Run 1, the metal 1 layer:
Scale bar: 50 um. Cells faint in the background.
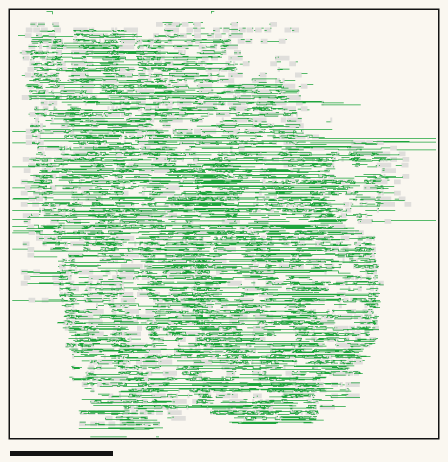
Run 1, metal 3:
Scale bar: 50 um. Cells faint in the background.
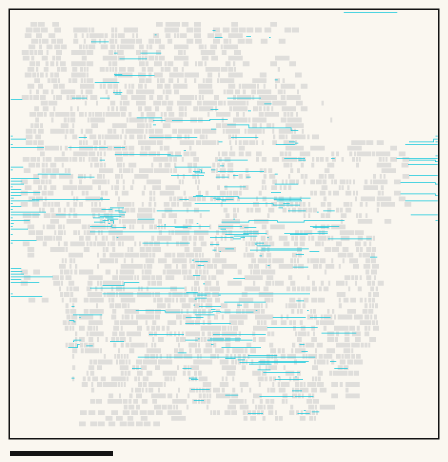
Run 1, signal wires on met4:
Scale bar: 50 um.
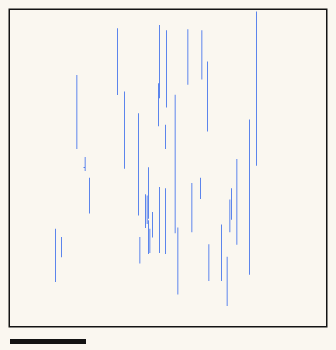
`config.mk`:
```
export PLATFORM = sky130hd
export DESIGN_NAME = muldiv_seq_flat
export DESIGN_NICKNAME = d
export VERILOG_FILES = /design/src/rtl/muldiv_pkg.sv /design/src/rtl/muldiv_seq_if.sv /design/src/rtl/muldiv_sign_fix.sv /design/src/rtl/muldiv_seq.sv /design/src/flat_wrapper.sv
export SDC_FILE = /design/constraint.sdc
export NUM_CORES = 1
export LEC_CHECK = 0
export CORE_MARGIN = 5
export CORE_UTILIZATION = 35
export DETAILED_ROUTE_END_ITERATION = 6
export GPL_TIMING_DRIVEN = 0
export PLACE_DENSITY = 0.61
export SYNTH_ARGS = -nofsm -noshare
export SYNTH_HDL_FRONTEND = slang
export SYNTH_SLANG_ARGS = --single-unit
```
`constraint.sdc`:
```
create_clock -name clk -period 3.7 [get_ports clk]
set_clock_uncertainty 0.1 [all_clocks]
set_input_delay 0.74 -clock clk [delete_from_list [all_inputs] [get_ports clk]]
set_output_delay 0.74 -clock clk [all_outputs]
set_load 0.03 [all_outputs]
```
`src/rtl/muldiv_pkg.sv`:
```
// Shared op encodings, FSM state type and op decode helpers for the
// sequential multiply/divide unit.
package muldiv_pkg;

   localparam logic [1:0] OP_MULT  = 2'b00;
   localparam logic [1:0] OP_MULTU = 2'b01;
   localparam logic [1:0] OP_DIV   = 2'b10;
   localparam logic [1:0] OP_DIVU  = 2'b11;

   typedef enum logic [1:0] {IDLE, RUN, FIX, DONE} state_t;

   function automatic logic op_is_div(input logic [1:0] op);
      return op[1];
   endfunction

   function automatic logic op_is_signed(input logic [1:0] op);
      return ~op[0];
   endfunction

endpackage

```
`src/rtl/muldiv_seq_if.sv`:
```
// Control-unit side bus of the multiply/divide unit. Handshake: start is
// sampled only while idle; done is a one-cycle pulse, after which hi/lo hold.
interface muldiv_seq_if #(parameter int WIDTH = 32);
   import muldiv_pkg::*;

   logic             start;
   logic [1:0]       op;
   logic [WIDTH-1:0] a;
   logic [WIDTH-1:0] b;
   logic             busy;
   logic             done;
   logic [WIDTH-1:0] hi;
   logic [WIDTH-1:0] lo;
   logic             div_zero;
   state_t           state;

   modport master (output start, op, a, b,
                   input  busy, done, hi, lo, div_zero, state);
   modport slave  (input  start, op, a, b,
                   output busy, done, hi, lo, div_zero, state);

endinterface

```
`src/rtl/muldiv_sign_fix.sv`:
```
// Conditional two's-complement negation; used both to take operand
// magnitudes and to restore the sign of results.
module muldiv_sign_fix #(
   parameter int W = 32
) (
   input  logic [W-1:0] x,
   input  logic         neg,
   output logic [W-1:0] y
);

   assign y = neg ? -x : x;

endmodule

```
`src/rtl/muldiv_seq.sv`:
```
// Sequential signed/unsigned multiply and restoring divide, one bit per
// cycle, with start/busy/done handshake and divide-by-zero reporting.
module muldiv_seq
   import muldiv_pkg::*;
#(
   parameter int WIDTH = 32
) (
   input  logic         clk,
   input  logic         rst,
   muldiv_seq_if.slave  bus
);

   localparam int CNT_W = $clog2(WIDTH + 1);

   state_t             state, state_nxt;
   logic [2*WIDTH-1:0] acc;
   logic [WIDTH-1:0]   opb;
   logic [CNT_W-1:0]   cnt;
   logic               is_div_r, neg_res, neg_rem, dz_r;
   logic [WIDTH-1:0]   hi_r, lo_r;
   logic               busy, done;

   logic               sgn_in, b_zero;
   logic [WIDTH-1:0]   a_mag, b_mag, quo_fix, rem_fix;
   logic [2*WIDTH-1:0] prod_fix, acc_step;
   logic [WIDTH:0]     add_sum, shifted, trial;

   assign sgn_in = op_is_signed(bus.op);
   assign b_zero = (bus.b == '0);

   muldiv_sign_fix #(.W(WIDTH)) u_a_mag (
      .x(bus.a), .neg(sgn_in & bus.a[WIDTH-1]), .y(a_mag));
   muldiv_sign_fix #(.W(WIDTH)) u_b_mag (
      .x(bus.b), .neg(sgn_in & bus.b[WIDTH-1]), .y(b_mag));
   muldiv_sign_fix #(.W(2*WIDTH)) u_prod (
      .x(acc), .neg(neg_res), .y(prod_fix));
   muldiv_sign_fix #(.W(WIDTH)) u_quo (
      .x(acc[WIDTH-1:0]), .neg(neg_res), .y(quo_fix));
   muldiv_sign_fix #(.W(WIDTH)) u_rem (
      .x(acc[2*WIDTH-1:WIDTH]), .neg(neg_rem), .y(rem_fix));

   // acc holds {partial product, multiplier} for MULT and
   // {remainder, dividend/quotient} for DIV; both shift once per cycle.
   always_comb begin
      add_sum  = {1'b0, acc[2*WIDTH-1:WIDTH]} + (acc[0] ? {1'b0, opb} : '0);
      shifted  = acc[2*WIDTH-1:WIDTH-1];
      trial    = shifted - {1'b0, opb};
      acc_step = {add_sum, acc[WIDTH-1:1]};
      if (is_div_r) begin
         if (trial[WIDTH])
            acc_step = {shifted[WIDTH-1:0], acc[WIDTH-2:0], 1'b0};
         else
            acc_step = {trial[WIDTH-1:0], acc[WIDTH-2:0], 1'b1};
      end
   end

   // A divide by zero still passes through FIX (without writing hi/lo) so
   // that done lands two cycles after the start edge.
   always_comb begin
      state_nxt = state;
      busy      = 1'b0;
      done      = 1'b0;
      case (state)
         IDLE: if (bus.start)
                  state_nxt = (op_is_div(bus.op) && b_zero) ? FIX : RUN;
         RUN: begin
            busy = 1'b1;
            if (cnt == CNT_W'(1)) state_nxt = FIX;
         end
         FIX: begin
            busy      = 1'b1;
            state_nxt = DONE;
         end
         DONE: begin
            done      = 1'b1;
            state_nxt = IDLE;
         end
         default: state_nxt = IDLE;
      endcase
   end

   always_ff @(posedge clk) begin
      if (rst) begin
         state    <= IDLE;
         acc      <= '0;
         opb      <= '0;
         cnt      <= '0;
         is_div_r <= 1'b0;
         neg_res  <= 1'b0;
         neg_rem  <= 1'b0;
         dz_r     <= 1'b0;
         hi_r     <= '0;
         lo_r     <= '0;
      end else begin
         state <= state_nxt;
         case (state)
            IDLE: if (bus.start) begin
               acc      <= {{WIDTH{1'b0}}, a_mag};
               opb      <= b_mag;
               cnt      <= CNT_W'(WIDTH);
               is_div_r <= op_is_div(bus.op);
               neg_res  <= sgn_in & (bus.a[WIDTH-1] ^ bus.b[WIDTH-1]);
               neg_rem  <= sgn_in & bus.a[WIDTH-1];
               dz_r     <= op_is_div(bus.op) & b_zero;
            end
            RUN: begin
               acc <= acc_step;
               cnt <= cnt - CNT_W'(1);
            end
            FIX: if (!dz_r) begin
               if (is_div_r) begin
                  hi_r <= rem_fix;
                  lo_r <= quo_fix;
               end else begin
                  {hi_r, lo_r} <= prod_fix;
               end
            end
            default: ;
         endcase
      end
   end

   assign bus.busy     = busy;
   assign bus.done     = done;
   assign bus.hi       = hi_r;
   assign bus.lo       = lo_r;
   assign bus.div_zero = dz_r & (state == FIX || state == DONE || state == IDLE);
   assign bus.state    = state;

endmodule
```
`src/flat_wrapper.sv`:
```
// flat-port wrapper written by rule: the top's interface ports become plain ports
module muldiv_seq_flat import muldiv_pkg::*;
#(
   parameter int WIDTH = 32
)
  (clk, rst, bus_start, bus_op, bus_a, bus_b, bus_busy, bus_done, bus_hi, bus_lo, bus_div_zero, bus_state);
  muldiv_seq_if #(.WIDTH(WIDTH)) bus_i ();
  input  logic clk;
  input  logic rst;
  input wire logic [$bits(bus_i.start)-1:0] bus_start;
  input wire logic [$bits(bus_i.op)-1:0] bus_op;
  input wire logic [$bits(bus_i.a)-1:0] bus_a;
  input wire logic [$bits(bus_i.b)-1:0] bus_b;
  output wire logic [$bits(bus_i.busy)-1:0] bus_busy;
  output wire logic [$bits(bus_i.done)-1:0] bus_done;
  output wire logic [$bits(bus_i.hi)-1:0] bus_hi;
  output wire logic [$bits(bus_i.lo)-1:0] bus_lo;
  output wire logic [$bits(bus_i.div_zero)-1:0] bus_div_zero;
  output wire logic [$bits(bus_i.state)-1:0] bus_state;
  assign bus_i.start = bus_start;
  assign bus_i.op = bus_op;
  assign bus_i.a = bus_a;
  assign bus_i.b = bus_b;
  assign bus_busy = bus_i.busy;
  assign bus_done = bus_i.done;
  assign bus_hi = bus_i.hi;
  assign bus_lo = bus_i.lo;
  assign bus_div_zero = bus_i.div_zero;
  assign bus_state = bus_i.state;
  muldiv_seq #(.WIDTH(WIDTH)) u_core (.clk(clk), .rst(rst), .bus(bus_i));
endmodule
```
==> commit_impl_results.txt, run 1 <==
Refresh implementation metrics

* Library cell with the highest instance count after synthesis: sky130_fd_sc_hd__nand2_1
* Area share of the largest cell type after synthesis: 0.254
- CP arrival: 3.84 ns
- Per the detail_route log, the uppermost layer with routed signals is met4.
* Worst hold margin: 0.351 ns
- Sorting the Yosys area breakdown by cell type puts at the top sky130_fd_sc_hd__dfxtp_1.
- The cell-mix breakdown from Yosys lists the XOR/XNOR area share as 0.107.
- The detailed router reports a met3 wire length of 2.53 mm.
* Least-Margin Pin Slew: 1.03 ns
- The critical path's slowest stage uses the library cell sky130_fd_sc_hd__dfxtp_4.
- Nature of the critical path startpoint: flop
* Power after layout: 10.3 mW
* Initial standard-cell utilization of the core: 0.353
* F_max: 0.277 GHz
- Post-CTS Hold Buffers: 0
- The script parses the final routing iteration and logs DRC violations as 0.
* Clock network power consumption: 1.83 mW
* Dominant power group: combinational cells
- Worst EP required: 3.94 ns
- In the global route stage, met2 resource usage came out at 0.368.
- The analysis attributes to cell leakage a power of 6.03 nW.
- The startpoint identified for the worst register-to-register timing path is u_core.acc[0].
* Cells resized by post-CTS repair: 34
* Switching power as a share of total power: 0.482
* Clock edge transition at the registers on the reported setup and hold paths: 0.08 ns
- The critical path starts at u_core.acc[0].
* DRT Pass-1 Iters: 5
* Met1 WL: 23.7 mm
* Final cell area excluding filler cells: 16400 um2
* Maximum number of pins on one net before global-route repair: 20
- The placement report lists the number of port buffers as 136.
- TritonRoute output was used to compute an average wire per cell of 20.1 um.
* Die ar.: 42800 um2
- Per the synthesis report, the adder-cell share of the synthesized area is 0.0712.
* Most frequently placed logic cell in the final layout: sky130_fd_sc_hd__nand2_1
* Leading cell types by total area after synthesis: sky130_fd_sc_hd__dfxtp_1, sky130_fd_sc_hd__ha_1, sky130_fd_sc_hd__a21oi_1, sky130_fd_sc_hd__nand2_1, sky130_fd_sc_hd__xnor2_1
- Sequential cells placed in the final layout were counted as 172.
* Endpoint of the worst hold-timing path: u_core.bus.hi[21]
- Worst Setup End Kind: flop
* Flip-flop count of the largest register after layout: 64
* Final number of hold-violating endpoints: 0
- Logic depth of the worst path, buffers included: 15
- Iteration-0 DRC Markers: 1175
- Per the synthesis report, the AND-OR/OR-AND share of the synthesized area is 0.261.
- The filler cells instantiated in the layout total 4009.
- The first global-routing pass estimated 77.5 mm of wire.
- The finished layout holds 2516 standard cells, fillers aside.
- Final-report max-slew violation count: 0
* Count of antenna diodes in the layout: 0
- met2 is the most crowded layer.
* Register name with the most flops: u_core.acc
- Setup ws final: 0.0940 ns
- Per the final layout report, the fraction of cells sized above drive strength 1 comes to 0.0566.
- Total of clock buffers placed in the layout: 19
- The initial antenna violation count was 0.
- Buffer count excluding the clock tree in the final layout: 270
- Detail-routed via count per cell: 5.65
- The power report lists cell-internal power as 5.31 mW.
- Number of cells in the yosys synthesis report: 1828
* Area overhead of the layout relative to synthesis: 21.0%
* Clk tree area frac: 0.0351
- Total Negative Setup Slacks: 0 ns
- The number of cells on the worst reg-to-reg path is 15.
- The share of total power dissipated in combinational logic is 0.556.
* Capturing point of the worst reg2reg path: u_core.acc[58]
- Register area share after synthesis: 0.254
- Commonest cells after routing, fill and taps aside: sky130_fd_sc_hd__nand2_1, sky130_fd_sc_hd__nor2_1, sky130_fd_sc_hd__dfxtp_1, sky130_fd_sc_hd__a21oi_1, sky130_fd_sc_hd__clkdlybuf4s50_1
- Per report_power, the Sequential row totals 2.73 mW.
- The launch point of the worst min-delay path is recorded as u_core.bus.hi[21].
* Total number of yosys warnings: 0
- For reference, the top logic cell family by area is AND-OR/OR-AND gates.
* Worst Path Class, Setup: reg -> reg
* Dominant synthesized flop cell: sky130_fd_sc_hd__dfxtp_1
- Clk buf depth: 2
* Crit-path max cell delay: 0.38 ns
- Core area: 38500 um2
- The tool warning count for the run is 30.
- Counting flops with a built-in enable in the synthesized netlist gives 0.
* Buffers and inverters on the worst path: 2
- Distinct cells, synth: 72
* Reg power frac: 0.266
- Syn_nets: 1973
- Most repeated library cell on the critical path: sky130_fd_sc_hd__o21ai_0
- The analysis reports a worst IR drop on VDD of 0.369 mV.
- Clock tree from TritonCTS: done
- Synthesized area per cell: 7.42 um2
* Buffer count from post-CTS setup fixing: 0
- The sequential cells in the finished layout cover a total of 3450 um2.
* Final core utilization: 0.427
* Sinks on the clock net: 172
* Cells on Worst Hold Path: 2
- Non-clock buffer share of cell area: 0.118
* Worst Path Max Fanout: 10
- Async S/R FF share, synth: 0
- Power in combinational cells: 5.71 mW
* Capturing element of the worst setup path: u_core.acc[58]
- The cell family contributing the most delay on the critical path is AND-OR/OR-AND gates.
- Yosys reports a chip area of 13600 um2.
- FF-to-FF setup slack: 0.09 ns
- Counting the buffers created by CTS gives 17.
- The number of placed instances, taps included, is 2482.
* Horizontal die dimension: 207 um
- Post-detailed-placement half-perimeter wirelength: 39.8 mm
- Final number of setup-violating endpoints: 0
* Met2 wirelength from detailed routing: 23.0 mm
* Flops out of synthesis: 172
- Final weighted congestion in routability-driven placement: 0.992
- Post-DP Area: 15600 um2
- Looking at the clock tree report, the H-tree level count equals 4.
- Max-area cell class: logic gates
- The flow ran to the end, and the final reports show no timing, DRC or antenna violations.
- Root Buffer Master: sky130_fd_sc_hd__clkbuf_16
- Simple Share, Synth: 0.211
- Congestion Overflow GR: 0
* Post-synthesis cell area: 13600 um2
* Max transition margin: 0.309
- Fraction of area in multi-input gates: 0.583
* Layout multi-input combinational cell count: 1464
- Pre-CTS setup slack: -0.869 ns
* Source-to-sink clock delay at the later pin of the worst-skew pair: 0.45 ns
- For this run, the total global-route usage over all layers was measured as 0.230.
- Critical Path, Cell by Cell: inv_2, buf_6, nor2_1, ha_1, o21ai_0, o21ai_0, o2111ai_2, a21boi_2, a41oi_2, o221ai_2, a41o_1, a32oi_2, o21ai_0, xor2_1, a221o_1
* Power per cell area: 625 nW/um2
- Of the total power, the clock network draws 0.178.
- From bottom edge to top edge, the die measures 207 um.
- Inverters, non-clock: 60
* Placement row count: 72
- For this design the top-level I/O count stands at 138.
- The count of nets left with antenna violations once routing finished came out at 0.
- The switching component of the power was reported as 4.95 mW.
- Nets: 2130
* Final period demand of the worst path: 3.61 ns
- Worst min path class: reg -> reg
- Leading cell types by count after synthesis: sky130_fd_sc_hd__nand2_1, sky130_fd_sc_hd__nor2_1, sky130_fd_sc_hd__dfxtp_1, sky130_fd_sc_hd__a21oi_1, sky130_fd_sc_hd__o21ai_0
Notes on 'the metal 1 layer' above:
- longest straight run: 102 um
- share of all routed wire: 47%
- wire length on this layer: 23.7 mm
- main direction: horizontal
Routed Wire Length: 50.6 mm
routed vias: 14200
met1 track demand over resource: 0.319

Notes on 'metal 3' above:
- longest straight run: 100 um
- nets with wire on the layer: 198
- wire length on this layer: 2530 um
- main direction: horizontal
- share of all routed wire: 5.0%
met3 GRT Util: 0.0369

Notes on 'signal wires on met4' above:
- wire length on this layer: 1350 um
- share of all routed wire: 2.7%
- longest straight run: 101 um

==> run 2, diff against run 1 <==
--- a/config.mk
+++ b/config.mk
@@ -7,6 +7,7 @@
 export LEC_CHECK = 0
 export CORE_MARGIN = 5
 export CORE_UTILIZATION = 35
+export CTS_CLUSTER_DIAMETER = 150
 export DETAILED_ROUTE_END_ITERATION = 6
 export GPL_TIMING_DRIVEN = 0
 export PLACE_DENSITY = 0.61
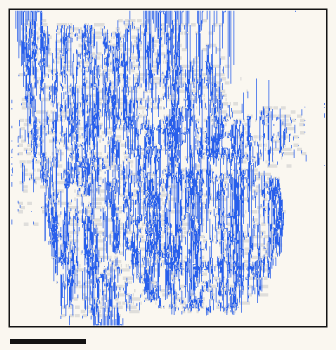
Run 2: signal wires on met2
Scale bar: 50 um. Cells faint in the background.
- wire length on this layer: 23.0 mm
- main direction: vertical
- share of all routed wire: 46%
- nets with wire on the layer: 1708
global-route met2 utilization: 0.368

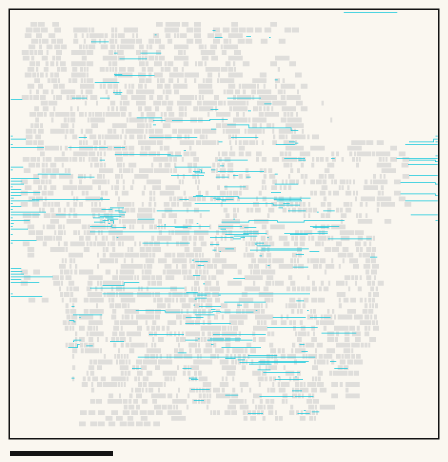
Run 2: metal 3
Scale bar: 50 um. Cells faint in the background.
- main direction: horizontal
- wire length on this layer: 2530 um
- share of all routed wire: 5.0%

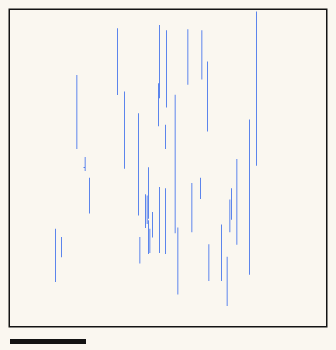
Run 2: signal wires on met4
Scale bar: 50 um.
- longest straight run: 101 um
- wire length on this layer: 1350 um

==> commit_impl_results.txt, run 2 <==
Refresh implementation metrics

- Final core utilization: 0.427 (unchanged)
* Number of top-level pins: 138 (unchanged)
- Async S/R FF share, synth: 0 (unchanged)
- The headroom to the max-slew limit was 0.309 (unchanged).
* Nature of the critical path startpoint: flop
* Cells on Worst Hold Path: 2 (unchanged)
* Met3 layer wire length in the routed design: 2.53 mm (unchanged)
- Count of antenna diodes in the layout: 0 (unchanged)
- The number of non-clock inverters was 60 (unchanged).
- Total cell area reported by yosys after synthesis: 13600 um2 (unchanged)
* Dominant synthesized flop cell: sky130_fd_sc_hd__dfxtp_1
- Clk tree area frac: 0.0351 (unchanged)
* Least-Margin Pin Slew: 1.03 ns (unchanged)
- Most repeated library cell on the critical path: sky130_fd_sc_hd__o21ai_0
- The share of power burned in the clock network is 0.178 (about the same).
- The number of synthesis warnings came to 0 (unchanged).
* Syn_nets: 1973 (unchanged)
- By instance count after routing, the leading logic cell type is sky130_fd_sc_hd__nand2_1.
- The netlist area before placement is 13600 um2 (unchanged).
* Pre-CTS setup slack: -0.869 ns (unchanged)
- Met1 WL: 23.7 mm (unchanged)
* Flops out of synthesis: 172 (unchanged)
* Number of flops mapped to enable cells by yosys: 0 (unchanged)
* Worst EP required: 3.94 ns (about the same)
* Routed vias: 14200 (unchanged)
- Library cell with the highest instance count after synthesis: sky130_fd_sc_hd__nand2_1
- Per STA, the endpoint of the critical path is u_core.acc[58].
* Worst min path class: reg -> reg
* Maximum number of pins on one net before global-route repair: 20 (unchanged)
* Detail-routed via count per cell: 5.65 (unchanged)
- Worst-case reg-to-reg path depth: 15 (unchanged)
- Final Non-Filler Cells: 2516 (unchanged)
- Area share of the largest cell type after synthesis: 0.254 (unchanged)
- The non-clock buffer instance count of the final layout is 270 (unchanged).
- The highest clock frequency the design can meet was 0.277 GHz (unchanged).
- The net switching component of the power was 4.95 mW (unchanged).
- The placeable core region was 38500 um2 (unchanged).
- Sorting the synthesized cells by how often they occur yields sky130_fd_sc_hd__nand2_1, sky130_fd_sc_hd__nor2_1, sky130_fd_sc_hd__dfxtp_1, sky130_fd_sc_hd__a21oi_1, sky130_fd_sc_hd__o21ai_0.
- The count of buffers added by post-CTS timing repair for setup came to 0 (unchanged).
- In this run the critical register-to-register path is launched from u_core.acc[0].
- Worst hold start: u_core.bus.hi[21]
* CP arrival: 3.84 ns (about the same)
- Flip-flop count of the largest register after layout: 64 (unchanged)
* Area overhead of the layout relative to synthesis: 21.0% (unchanged)
* Setup ws final: 0.0940 ns (unchanged)
- After detailed routing, no signal wire sits above met4.
* First-pass GRT wire length: 77.5 mm (unchanged)
* Xor and xnor fraction of the mapped netlist area: 0.107 (unchanged)
- Worst hold margin: 0.351 ns (unchanged)
- The die outline width is 207 um (unchanged).
- Dominant power group: combinational cells
- Distinct cells, synth: 72 (unchanged)
* Placement row count: 72 (unchanged)
- Among the non-sequential cells, AND-OR/OR-AND gates take the most area.
- Num CTS Buffers: 17 (unchanged)
* Die ar.: 42800 um2 (unchanged)
- The internal power component came to 5.31 mW (unchanged).
* DRT Pass-1 Iters: 5 (unchanged)
* Synthesized-area fraction occupied by ao, oa, aoi and oai cells: 0.261 (unchanged)
- The portion of the post-synthesis area used by sequential elements is 0.254 (unchanged).
- Clock tree from TritonCTS: done
- The vertical die dimension is 207 um (unchanged).
* Routed Wire Length: 50.6 mm (unchanged)
- Synthesized-area fraction occupied by adder cells: 0.0712 (unchanged)
- The power per unit of standard cell area was 625 nW/um2 (unchanged).
* Leak Pwr: 6.03 nW (unchanged)
- Share of post-route cells with drive strength above 1: 0.0566 (unchanged)
- The timing report attributes the biggest portion of critical-path delay to AND-OR/OR-AND gates.
- The clock sink count is 172 (unchanged).
* Routed WL per cell: 20.1 um (unchanged)
- The met2 wire length was 23.0 mm (unchanged).
* Final period demand of the worst path: 3.61 ns (unchanged)
- Leading cell types by total area after synthesis: sky130_fd_sc_hd__dfxtp_1, sky130_fd_sc_hd__ha_1, sky130_fd_sc_hd__a21oi_1, sky130_fd_sc_hd__nand2_1, sky130_fd_sc_hd__xnor2_1
* Placed instance count: 2482 (unchanged)
* FILL cells: 4009 (unchanged)
* Iteration-0 DRC Markers: 1175 (unchanged)
- Total of clock buffers placed in the layout: 19 (unchanged)
- Commonest cells after routing, fill and taps aside: sky130_fd_sc_hd__nand2_1, sky130_fd_sc_hd__nor2_1, sky130_fd_sc_hd__dfxtp_1, sky130_fd_sc_hd__a21oi_1, sky130_fd_sc_hd__clkdlybuf4s50_1
* P_seq: 2.73 mW (about the same)
- Final-report max-slew violation count: 0 (unchanged)
- The number of failing hold endpoints at the final stage came to 0 (unchanged).
- The post-cts repair resize count was 34 (unchanged).
* Power after layout: 10.3 mW (unchanged)
- Final weighted congestion in routability-driven placement: 0.992 (unchanged)
* Non-clock buffer share of cell area: 0.118 (unchanged)
- Clock edge transition at the registers on the reported setup and hold paths: 0.08 ns (about the same)
* Crit-path max cell delay: 0.38 ns (about the same)
- The starting density of the core is 0.353 (unchanged).
* Capturing point of the worst reg2reg path: u_core.acc[58]
- The layout sequential cell count is 172 (unchanged).
- FF-to-FF setup slack: 0.09 ns (about the same)
* Post-CTS Hold Buffers: 0 (unchanged)
- The number of antenna-violating nets in the routed design is 0 (unchanged).
* Critical Path Source: u_core.acc[0]
- Number of buffers inserted by port buffering: 136 (unchanged)
- Fraction of area in multi-input gates: 0.583 (unchanged)
- Critical Path, Cell by Cell: inv_2, buf_6, nor2_1, ha_1, o21ai_0, o21ai_0, o2111ai_2, a21boi_2, a41oi_2, o221ai_2, a41o_1, a32oi_2, o21ai_0, xor2_1, a221o_1
- CTS H-tree lvls: 4 (unchanged)
* Combined global-route utilization of all metal layers: 0.230 (unchanged)
- The proportion of total power due to net switching is 0.482 (unchanged).
- Source-to-sink clock delay at the later pin of the worst-skew pair: 0.45 ns (about the same)
- Global-route layer with the greatest usage: met2
- By area, logic gates come first.
- The aggregate global routing overflow was 0 (unchanged).
- Met1 track demand over resource: 0.319 (unchanged)
* Result of the run: finished, final reports clean
- The half-perimeter wire length of the detailed placement result was 39.8 mm (unchanged).
Power and IR drop assume default switching activity.
